===== config.mk =====
export PLATFORM = sky130hd
export DESIGN_NAME = io_platform
export DESIGN_NICKNAME = d
export VERILOG_FILES = /design/src/rtl/io_pkg.sv /design/src/rtl/byte_fifo.sv /design/src/rtl/io_platform.sv
export SDC_FILE = /design/constraint.sdc
export NUM_CORES = 1
export LEC_CHECK = 0
export CORE_MARGIN = 3
export CORE_UTILIZATION = 29
export DETAILED_ROUTE_END_ITERATION = 6
export DONT_BUFFER_PORTS = 1
export PLACE_DENSITY = 0.43
export SYNTH_ARGS = -nofsm -noshare
export SYNTH_HDL_FRONTEND = slang
export SYNTH_SLANG_ARGS = --single-unit
export TNS_END_PERCENT = 20

===== constraint.sdc =====
create_clock -name clock -period 4 [get_ports clock]
set_input_delay 1.2 -clock clock [delete_from_list [all_inputs] [get_ports clock]]
set_output_delay 1.2 -clock clock [all_outputs]
set_load 0.01 [all_outputs]

===== src/rtl/io_pkg.sv =====
// Shared constants for the platform I/O responder: reserved port numbers,
// interrupt bit positions and the stdin-empty read value.
package io_pkg;

    localparam logic [8:0] PORT_HALT    = 9'd0;
    localparam logic [8:0] PORT_IRQVEC  = 9'd1;
    localparam logic [8:0] PORT_STDIN   = 9'd2;
    localparam logic [8:0] PORT_STDOUT  = 9'd3;
    localparam logic [8:0] PORT_IRQSTAT = 9'd4;
    localparam logic [8:0] PORT_IRQMASK = 9'd5;

    localparam int IRQ_RX = 0;
    localparam int IRQ_TX = 1;

    localparam logic [15:0] STDIN_EMPTY = 16'h8000;

endpackage


===== src/rtl/byte_fifo.sv =====
// Synchronous 8-bit FIFO. Push while full and pop while empty are ignored,
// judged on pre-edge occupancy; *_next flags describe the post-edge state.
module byte_fifo #(
    parameter int DEPTH = 4
) (
    input  logic       clock,
    input  logic       reset,
    input  logic       push,
    input  logic [7:0] din,
    input  logic       pop,
    output logic [7:0] head,
    output logic       full,
    output logic       empty,
    output logic       full_next,
    output logic       empty_next
);

    localparam int AW = $clog2(DEPTH);
    localparam int CW = $clog2(DEPTH + 1);

    logic [7:0]    mem [DEPTH];
    logic [AW-1:0] wr_ptr;
    logic [AW-1:0] rd_ptr;
    logic [CW-1:0] count;
    logic [CW-1:0] count_next;
    logic          do_push;
    logic          do_pop;

    assign full    = (count == CW'(DEPTH));
    assign empty   = (count == '0);
    assign do_push = push && !full;
    assign do_pop  = pop && !empty;
    assign head    = mem[rd_ptr];

    always_comb begin
        count_next = count;
        case ({do_push, do_pop})
            2'b10:   count_next = count + 1'b1;
            2'b01:   count_next = count - 1'b1;
            default: count_next = count;
        endcase
    end

    assign full_next  = (count_next == CW'(DEPTH));
    assign empty_next = (count_next == '0);

    // DEPTH is a power of two, so the pointers wrap naturally.
    always_ff @(posedge clock) begin
        if (reset) begin
            wr_ptr <= '0;
            rd_ptr <= '0;
            count  <= '0;
        end else begin
            count <= count_next;
            if (do_push) wr_ptr <= wr_ptr + 1'b1;
            if (do_pop)  rd_ptr <= rd_ptr + 1'b1;
        end
    end

    always_ff @(posedge clock) begin
        if (do_push) mem[wr_ptr] <= din;
    end

endmodule


===== src/rtl/io_platform.sv =====
// Platform-side responder for the CPU I/O port protocol: decodes the reserved
// ports, buffers the byte channels in RX/TX FIFOs and drives the irq line.
module io_platform
    import io_pkg::*;
#(
    parameter int RX_DEPTH = 4,
    parameter int TX_DEPTH = 4
) (
    input  logic        clock,
    input  logic        reset,
    input  logic [8:0]  io_port,
    input  logic [15:0] data_out,
    input  logic        data_out_valid,
    output logic [15:0] data_in,
    output logic        irq,
    output logic        halt,
    output logic [15:0] halt_code,
    input  logic [7:0]  rx_byte,
    input  logic        rx_valid,
    output logic        rx_ready,
    output logic [7:0]  tx_byte,
    output logic        tx_valid,
    input  logic        tx_ready
);

    // Byte channels: a byte moves on a posedge where valid && ready are both
    // high; valid does not wait on ready, and there are no partial transfers.

    logic       rx_full, rx_empty, rx_full_next, rx_empty_next;
    logic       tx_full, tx_empty, tx_full_next, tx_empty_next;
    logic [7:0] rx_head;
    logic [1:0] mask;
    logic [1:0] mask_next;
    logic [1:0] pend;
    logic [1:0] pend_next;
    logic       wr_stdin, wr_stdout, wr_halt, wr_mask;

    assign wr_halt   = data_out_valid && (io_port == PORT_HALT);
    assign wr_stdin  = data_out_valid && (io_port == PORT_STDIN);
    assign wr_stdout = data_out_valid && (io_port == PORT_STDOUT);
    assign wr_mask   = data_out_valid && (io_port == PORT_IRQMASK);

    assign rx_ready = !rx_full && !reset;
    assign tx_valid = !tx_empty;

    byte_fifo #(.DEPTH(RX_DEPTH)) u_rx_fifo (
        .clock      (clock),
        .reset      (reset),
        .push       (rx_valid && rx_ready),
        .din        (rx_byte),
        .pop        (wr_stdin),
        .head       (rx_head),
        .full       (rx_full),
        .empty      (rx_empty),
        .full_next  (rx_full_next),
        .empty_next (rx_empty_next)
    );

    byte_fifo #(.DEPTH(TX_DEPTH)) u_tx_fifo (
        .clock      (clock),
        .reset      (reset),
        .push       (wr_stdout),
        .din        (data_out[7:0]),
        .pop        (tx_ready),
        .head       (tx_byte),
        .full       (tx_full),
        .empty      (tx_empty),
        .full_next  (tx_full_next),
        .empty_next (tx_empty_next)
    );

    assign mask_next = wr_mask ? data_out[1:0] : mask;

    always_comb begin
        pend              = '0;
        pend[IRQ_RX]      = !rx_empty;
        pend[IRQ_TX]      = !tx_full;
        pend              = pend & mask;
        pend_next         = '0;
        pend_next[IRQ_RX] = !rx_empty_next;
        pend_next[IRQ_TX] = !tx_full_next;
        pend_next         = pend_next & mask_next;
    end

    always_comb begin
        data_in = 16'h0000;
        case (io_port)
            PORT_STDIN:   data_in = rx_empty ? STDIN_EMPTY : {8'h00, rx_head};
            PORT_STDOUT:  data_in = {15'b0, !tx_full};
            PORT_IRQSTAT: data_in = {14'b0, pend};
            PORT_IRQMASK: data_in = {14'b0, mask};
            default:      data_in = 16'h0000;
        endcase
    end

    // irq is registered from the post-edge state so it tracks the visible pend.
    always_ff @(posedge clock) begin
        if (reset) begin
            mask      <= '0;
            irq       <= 1'b0;
            halt      <= 1'b0;
            halt_code <= '0;
        end else begin
            mask <= mask_next;
            irq  <= |pend_next;
            if (wr_halt) begin
                halt      <= 1'b1;
                halt_code <= data_out;
            end
        end
    end

endmodule


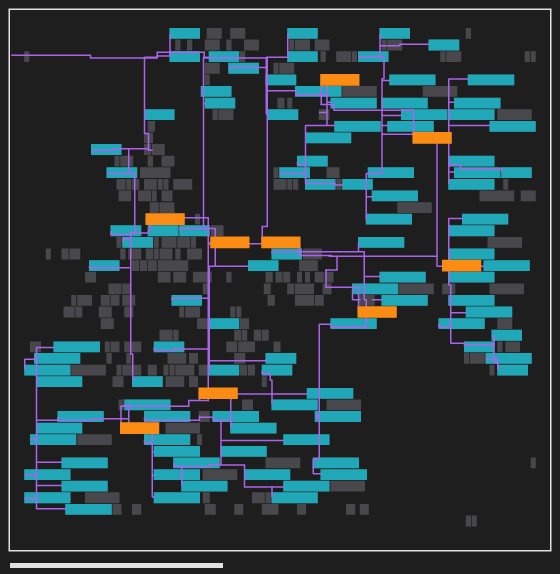
Fig. 1. Clock wires, drivers and flops (run 1).
The bar under the picture is 50 um long.
Key: cells driving clock nets = orange [count 9]; flip-flops = cyan [count 102]; clock wires = purple [length 1300 um]
There are 10 routed clock nets.

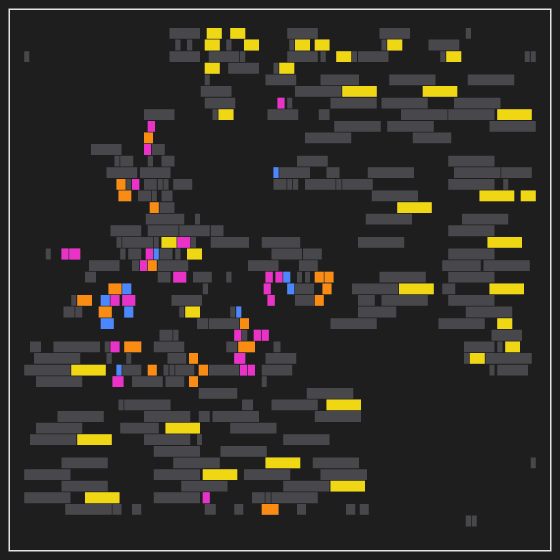
Fig. 2. Selected gate families (run 1).
Key: AND and OR gates = orange [cells 20]; multiplexers = yellow [cells 35, where all over the die]; inverting AOI/OAI gates = magenta [cells 25]; NAND gates = blue [cells 10]
share of the final layout cell area in multi-input gates: 29.7%
most common cell after layout, fill and taps aside: edfxtp_1
fin cells: 486

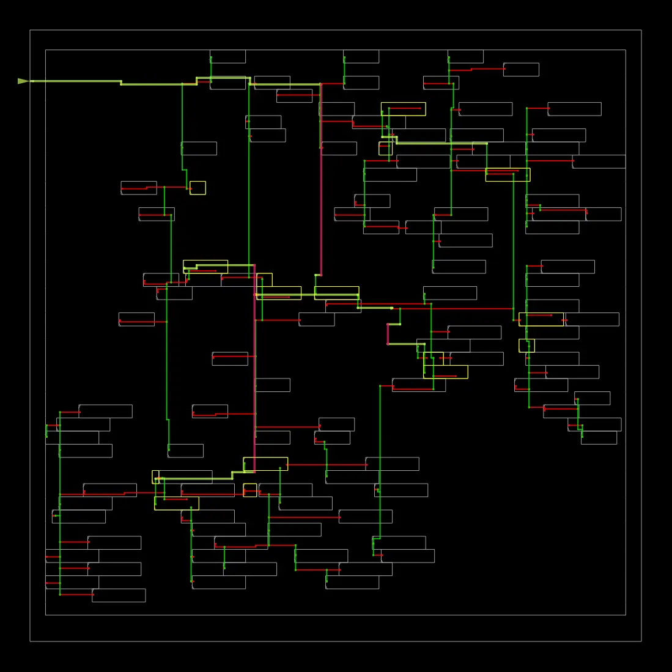
Fig. 3. Clock wiring as the flow saved it (run 1).
power dissipated in the clock network: 0.000832 W
final sequential cell count: 102
clock buffer instance count of the final layout: 10
clock sink total: 102
worst-case clock skew: 0.00746 ns

-- run 1: worst paths after layout --
check	startpoint	depth (start not counted)	end	slack (ns)
worst min-delay path	u_rx_fifo.rd_ptr[1]	2	u_rx_fifo.rd_ptr[1]	0.49
worst max register to register	u_rx_fifo.count[0]	10	irq	1.18
worst max-delay path	io_port[7]	4	data_in[0]	0.11
worst min register to register	u_rx_fifo.rd_ptr[1]	2	u_rx_fifo.rd_ptr[1]	0.49
-- run 1: metal layers --
metal	up-vias	routed length, um	global-route usage, %
met4	0	86	3.79
met3	7	466	4.04
li1	1089	-	-
met5	-	0	0
met1	1089	3880	14.3
met2	50	3960	16.7
-- run 1: tightest hold or removal path: stages, from the launching register on --
cell,delay [ns]
dfxtp_1,0.31
o31ai_1,0.08
a21oi_1,0.06
==> qor.json, run 1 <==
{
  "max_freq_ghz": 0.257,
  "netlist.area_leader.share_pct": 45.6,
  "crit_top_cell": "or4_4",
  "final_instance_area_mm2": 0.00469,
  "iteration_tally_of_the_first_detailed_router_pass": 4,
  "crit_path_end_kind": "primary output",
  "routed_wirelength_um": 8390,
  "gr-total-overflow": 0,
  "floorplan.core_area_mm2": 0.0140,
  "dr_total_vias": 2235,
  "place.detailed.instances": 470,
  "critical_path.max_stage_delay_ns": 0.59,
  "placed_area_mm2": 0.00441,
  "fin_nets": 351,
  "slew_headroom_pct": 61.4,
  "top_cell_category": "sequential cells",
  "vias_per_cell": 4.60,
  "critical_path_required_ns": 2.80,
  "htreeDepth": 3,
  "ys.flops": 102,
  "run_status": "finished, final reports clean",
  "worst_slew_pin_slew_ns": 0.578,
  "lay_top_cells": "edfxtp_1 (64), dfxtp_1 (38), nor2_1 (33)",
  "gr-usage-all-layers_pct": 10.9,
  "synthSimpleGateAreaFrac_pct": 9.59,
  "worstPathMaxFanout": 9,
  "seqAreaFraction_pct": 57.2,
  "synth-main-ff-cell": "edfxtp_1",
  "yosysCellCount": 297,
  "cap_viol_max_count": 0,
  "p_comb_w": 0.0000442,
  "logic_gates": 165,
  "tns_ns": 0,
  "synthDistinctLibCells": 42,
  "post_drt_wl_per_cell_um": 17.3,
  "power_w": 0.00201,
  "drv_slew": 0,
  "preCtsSetupSlack_ns": 0.0722
}
Fig. 4: run 1, cells by drive strength
The bar under the picture is 50 um long.
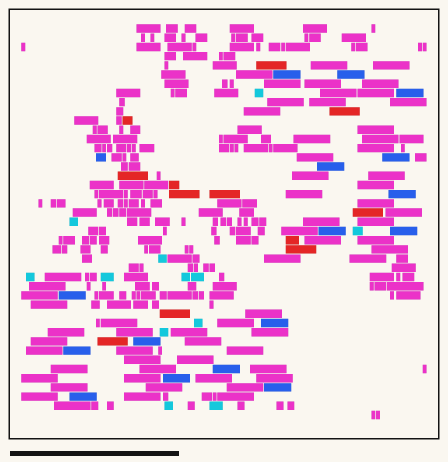

==> inputs of run 2 (changes only) <==
--- a/config.mk
+++ b/config.mk
@@ -5,11 +5,11 @@
 export SDC_FILE = /design/constraint.sdc
 export NUM_CORES = 1
 export LEC_CHECK = 0
-export CORE_MARGIN = 3
-export CORE_UTILIZATION = 29
+export CORE_MARGIN = 2
+export CORE_UTILIZATION = 60
 export DETAILED_ROUTE_END_ITERATION = 6
 export DONT_BUFFER_PORTS = 1
-export PLACE_DENSITY = 0.43
+export PLACE_DENSITY = 0.76
 export SYNTH_ARGS = -nofsm -noshare
 export SYNTH_HDL_FRONTEND = slang
 export SYNTH_SLANG_ARGS = --single-unit
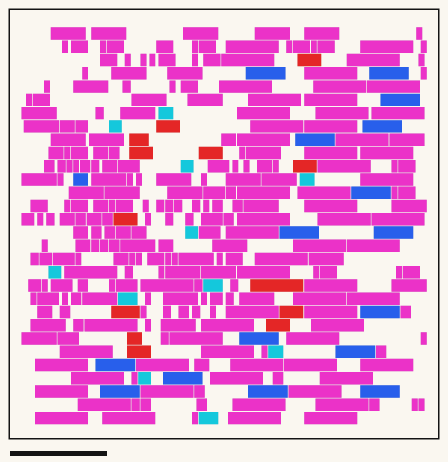
Fig. 5. Cells by drive strength (run 2).
The bar under the picture is 20 um long.
Key: drive 1 or less = magenta [cells 264]; drive 6 and up = red [cells 13]; drive 2 = blue [cells 17]; drive 3 to 4 = cyan [cells 11]

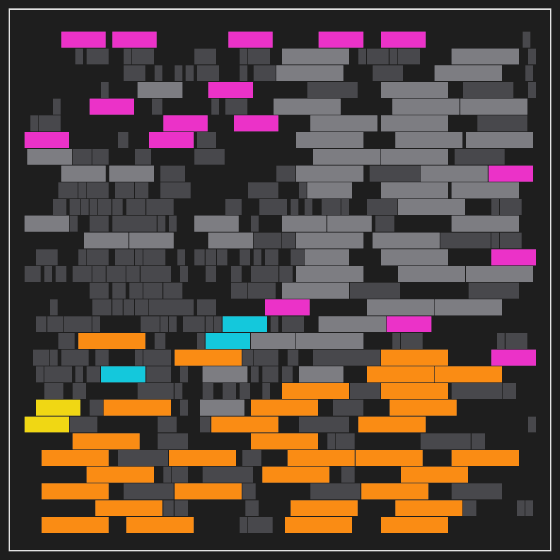
Fig. 6. Where the registers sit (run 2).
Key: halt_code = magenta [flops 16]; u_rx_fifo.mem = orange [flops 32]; u_rx_fifo.count = cyan [flops 3]; u_rx_fifo.wr_ptr = yellow [flops 2]

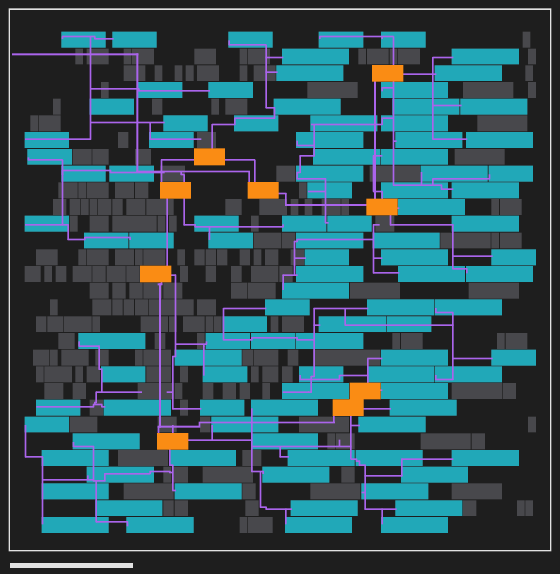
Fig. 7. Clock wires, drivers and flops (run 2).
The bar under the picture is 20 um long.
Key: flip-flops = cyan [count 102]; clock wires = purple [length 1020 um]; cells driving clock nets = orange [count 9]
Position of the flops: all over the die.
worst-case clock skew: 0.0113 ns
clock group share of total power: 36.4%
power dissipated in the clock network: 0.000673 W
source-to-sink clock delay at the later pin of the worst-skew pair: 0.36 ns

==> run 2 against run 1 <==
Against the previous run: fmax is 0.47% lower; utilization is 33 points higher; non-clock buffer count is 1 lower; first-iteration DRC count is 130% higher; wire length is 15% lower; global-route usage is 8.8 points higher; hold slack better by 0.0077 ns; worst setup slack worse by 0.018 ns; synthesized cell count stayed put; die size is 52% lower; synthesized area stayed put; critical endpoint is now data_in[1].
==> qor.json, run 2 <==
{
  "die_y_size_um": 87.8,
  "grt_antenna_before_repair": 0,
  "ioPinCount": 82,
  "crit_path_end_kind": "primary output",
  "chain_of_cells_forming_the_critical_path": "or4_4, or4_4, o21ai_0, buf_4",
  "comb_share_pct": 30.8,
  "setup.reg_to_reg.worst_slack_ns": 1.35,
  "worstPathMaxFanout": 13,
  "critical_path.max_stage_delay_ns": 0.60,
  "worst_slew_pin_slew_ns": 0.542,
  "cts.repair.resized": 0,
  "area.combinational_mm2": 0.00139,
  "post_drt_wl_per_cell_um": 17.8,
  "p_comb_w": 0.0000435,
  "vias_per_cell": 5.64,
  "fin_nets": 350,
  "cap_viol_max_count": 0,
  "syn_area_mm2": 0.00421,
  "synth-main-ff-cell": "edfxtp_1",
  "seqAreaFraction_pct": 59.5,
  "preCtsSetupSlack_ns": 0.0829,
  "xors_xnors_by_area_pct": 1.87,
  "ys.flops": 102,
  "dr_total_vias": 2260,
  "n_sequential_cell": 102,
  "gr-usage-all-layers_pct": 19.7,
  "power_w": 0.00185,
  "synthDistinctLibCells": 42,
  "run_status": "finished, final reports clean",
  "routed_wirelength_um": 7130,
  "floorplan.core_area_mm2": 0.00679,
  "yosys.area_share.aoi_pct": 3.92,
  "logic_gates": 165,
  "io_buffers": 0,
  "largest_net_degree_at_the_start_of_global_routing": 41,
  "max_freq_ghz": 0.256,
  "place.detailed.instances": 385,
  "whs_path_depth": 2,
  "n_clock_buffer": 9,
  "post_synth_most_frequent_cells": "edfxtp_1 (64), dfxtp_1 (38), nor2_1 (33)",
  "p_int_w": 0.00145,
  "setup-violations-final": 0,
  "rsz0062_at_grt": "false",
  "layout.non_clock_buffers": 5,
  "fin_cells": 401,
  "worst-r2r-cell-count": 11,
  "final_instance_area_mm2": 0.00451,
  "drv_slew": 0,
  "critical_path.slowest_cell": "or4_4",
  "post-route-period-util_pct": 97.7,
  "yosys-dominant-comb-family": "multiplexers",
  "critical_path_required_ns": 2.80,
  "htreeDepth": 3,
  "power_density_mw_per_mm2": 410,
  "hold_end": "halt",
  "yosysCellCount": 297,
  "slew_headroom_pct": 63.6,
  "syn_inst": 297,
  "synthDominantAreaCellType": "edfxtp_1",
  "clock_sink_total": 102,
  "area_fraction_of_clock_buffers_and_clock_inverters_pct": 4.80,
  "crit_top_cell": "or4_4",
  "gr-total-overflow": 0,
  "peakVddDrop_mv": 0.211,
  "tap_cells": 96,
  "power.share.switching_pct": 21.6,
  "iteration_tally_of_the_first_detailed_router_pass": 4,
  "layout.cells.most_common": "edfxtp_1",
  "hold_path.startpoint": "halt",
  "top_cell_category": "sequential cells",
  "regToRegEndpoint": "irq",
  "non_clock_inverter_count": 17,
  "setup_ws_ns": 0.0912,
  "placed_area_mm2": 0.00429,
  "tns_ns": 0,
  "netlist.area_leader.share_pct": 45.6,
  "lay_top_cells": "edfxtp_1 (64), dfxtp_1 (38), nor2_1 (33)",
  "power-top-group": "sequential cells",
  "synthSimpleGateAreaFrac_pct": 9.59,
  "r2r_start": "u_tx_fifo.count[2]"
}
==> run 2: layer usage <==
layer / global-route usage, % / wire [um] / vias to the layer above
met4: 5.73 / 62 / 0
met5: 0 / 0 / -
met2: 30.4 / 3380 / 71
li1: - / - / 1081
met1: 27.8 / 3220 / 1102
met3: 5.56 / 477 / 6
==> run 2: cells by family after synthesis <==
group           after synthesis
mux                          35
simple gates                 75
other cells                   1
buf+inv                      36
compound gates               27
fa+ha+maj                    12
xor+xnor                      9
flops                       102
==> run 2: how the worst max path moves through the flow <==
stage	from	end	cells past startpoint
after floorplan	io_port[7]	data_in[1]	4
after global placement	io_port[7]	data_in[1]	4
after detailed placement	io_port[7]	data_in[1]	4
after CTS	io_port[7]	data_in[1]	4
after global routing	io_port[7]	data_in[1]	4
final	io_port[7]	data_in[1]	4
Fig. 8: run 2, clock wiring as the flow saved it
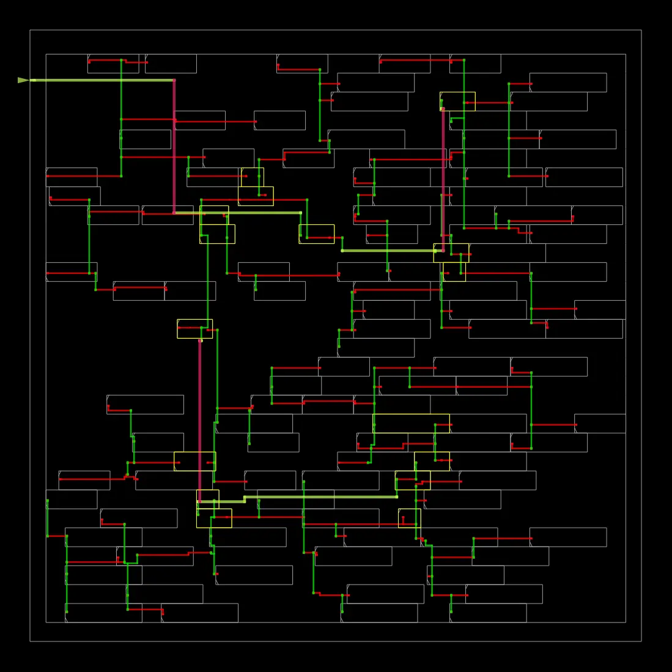

==> inputs of run 3 (changes only) <==
--- a/config.mk
+++ b/config.mk
@@ -9,6 +9,7 @@
 export CORE_UTILIZATION = 60
 export DETAILED_ROUTE_END_ITERATION = 6
 export DONT_BUFFER_PORTS = 1
+export HOLD_SLACK_MARGIN = 0.05
 export PLACE_DENSITY = 0.76
 export SYNTH_ARGS = -nofsm -noshare
 export SYNTH_HDL_FRONTEND = slang
==> constraint.sdc (replaced) <==
create_clock -name clock -period 3.7 [get_ports clock]
set_input_delay 1.11 -clock clock [delete_from_list [all_inputs] [get_ports clock]]
set_output_delay 1.11 -clock clock [all_outputs]
set_load 0.01 [all_outputs]
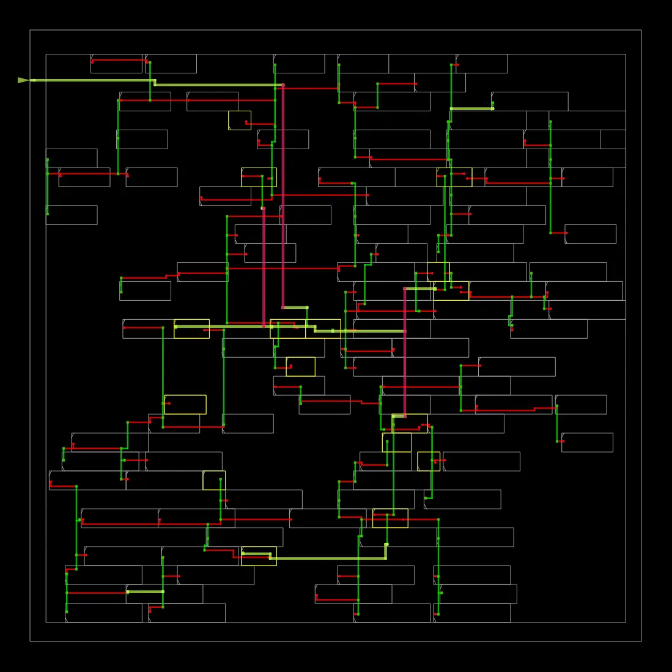
Fig. 9. Clock wiring as the flow saved it (run 3).
power dissipated in the clock network: 0.000678 W
worst-case clock skew: 0.0111 ns
TritonCTS Buffers: 9

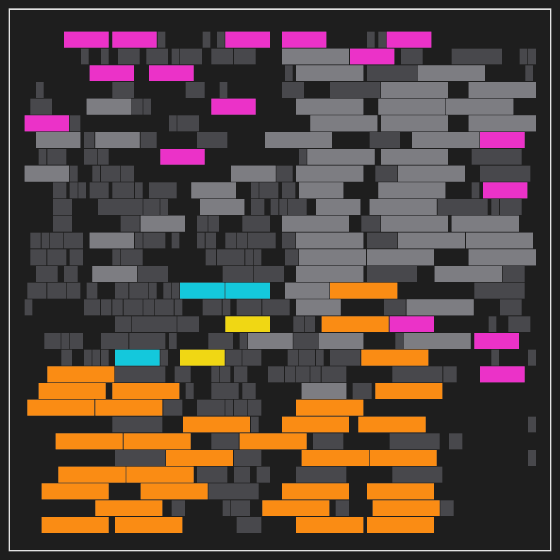
Fig. 10. Where the registers sit (run 3).
Key: u_rx_fifo.count = cyan [flops 3]; u_rx_fifo.mem = orange [flops 32]; u_rx_fifo.wr_ptr = yellow [flops 2]; halt_code = magenta [flops 16]
Another 49 sequential cells are not coloured.

==> run 3 against run 2 <==
Against the previous run: critical path depth unchanged; synthesized area did not move; sequential share of layout area barely moved; global-route usage grew 0.71 points; hold slack improved by 0.0062 ns; final area is essentially flat; critical endpoint is now data_in[0]; highest routed layer unchanged.
==> qor.json, run 3 <==
{
  "ys.flops": 102,
  "final_instance_area_mm2": 0.00451,
  "length_of_routed_wiring_on_met1_um": 3230,
  "syn_area_mm2": 0.00421,
  "yosys.area_share.aoi_pct": 3.92,
  "ioPinCount": 82,
  "worstPathMaxFanout": 10,
  "grt_util_met3_pct": 5.18,
  "vias_per_cell": 5.85,
  "peakVddDrop_mv": 0.298,
  "critical_path.max_stage_delay_ns": 0.60,
  "power.clock.fraction_pct": 34.7,
  "htreeDepth": 3,
  "clock_sink_total": 102,
  "rsz0062_at_grt": "false",
  "post-route-period-util_pct": 98.7,
  "post_synth_most_frequent_cells": "edfxtp_1 (64), dfxtp_1 (38), nor2_1 (33)",
  "tns_ns": 0,
  "syn_inst": 297,
  "fin_cells": 403,
  "whs_path_depth": 2,
  "slew_headroom_pct": 58.1,
  "die_y_size_um": 87.8,
  "chain_of_cells_forming_the_critical_path": "or4_4, or4_4, o22ai_1, buf_4",
  "worst_slew_pin_slew_ns": 0.624,
  "synthSimpleGateAreaFrac_pct": 9.59,
  "cts.repair.resized": 0,
  "crit_path_end_kind": "primary output",
  "worst-r2r-cell-count": 9,
  "drv_slew": 0,
  "crit_top_cell": "or4_4",
  "busiest_layer": "met2",
  "layout.cells.most_common": "edfxtp_1",
  "power.share.switching_pct": 22.8,
  "preCtsSetupSlack_ns": 0.0300,
  "floorplan.core_area_mm2": 0.00679,
  "detailroute.wirelength.met2_um": 3630,
  "p_int_w": 0.00151,
  "run_status": "finished, final reports clean",
  "area.combinational_mm2": 0.00139
}
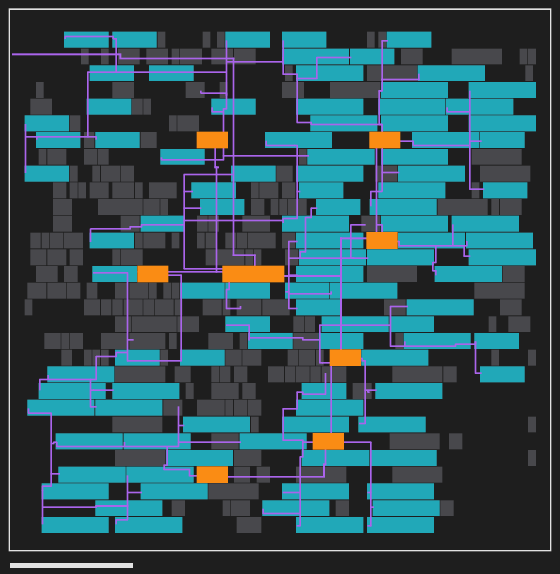
Fig. 11. Clock wires, drivers and flops (run 3).
The bar under the picture is 20 um long.
Key: flip-flops = cyan [count 102]; clock wires = purple [length 1000 um]; cells driving clock nets = orange [count 9]
There are 10 routed clock nets.

run 3: cell type report:
class                           count  area share, %
Inverter                           17           1.42
Multi-Input combinational cell    165           30.8
Sequential cell                   102           59.5
Clock buffer                        9           2.75
Tap cell                           96           2.67
Timing Repair Buffer                7           1.17
Clock inverter                      7           1.64
run 3: path summary, 6_finish.rpt:
check,start,endpoint
min reg2reg,halt,halt
max,io_port[7],data_in[0]
max reg2reg,u_rx_fifo.count[0],irq
min,halt,halt
run 3: cells by family after synthesis:
| kind of cell | count (synthesis) |
|---|---|
| DFF | 102 |
| and+or+nand+nor | 75 |
| buffers and inverters | 36 |
| muxes | 35 |
| AOI/OAI and AO/OA | 27 |
| adders and majority gates | 12 |
| xor gates and xnor gates | 9 |
| other | 1 |
Power is estimated from default activity; no workload was simulated.
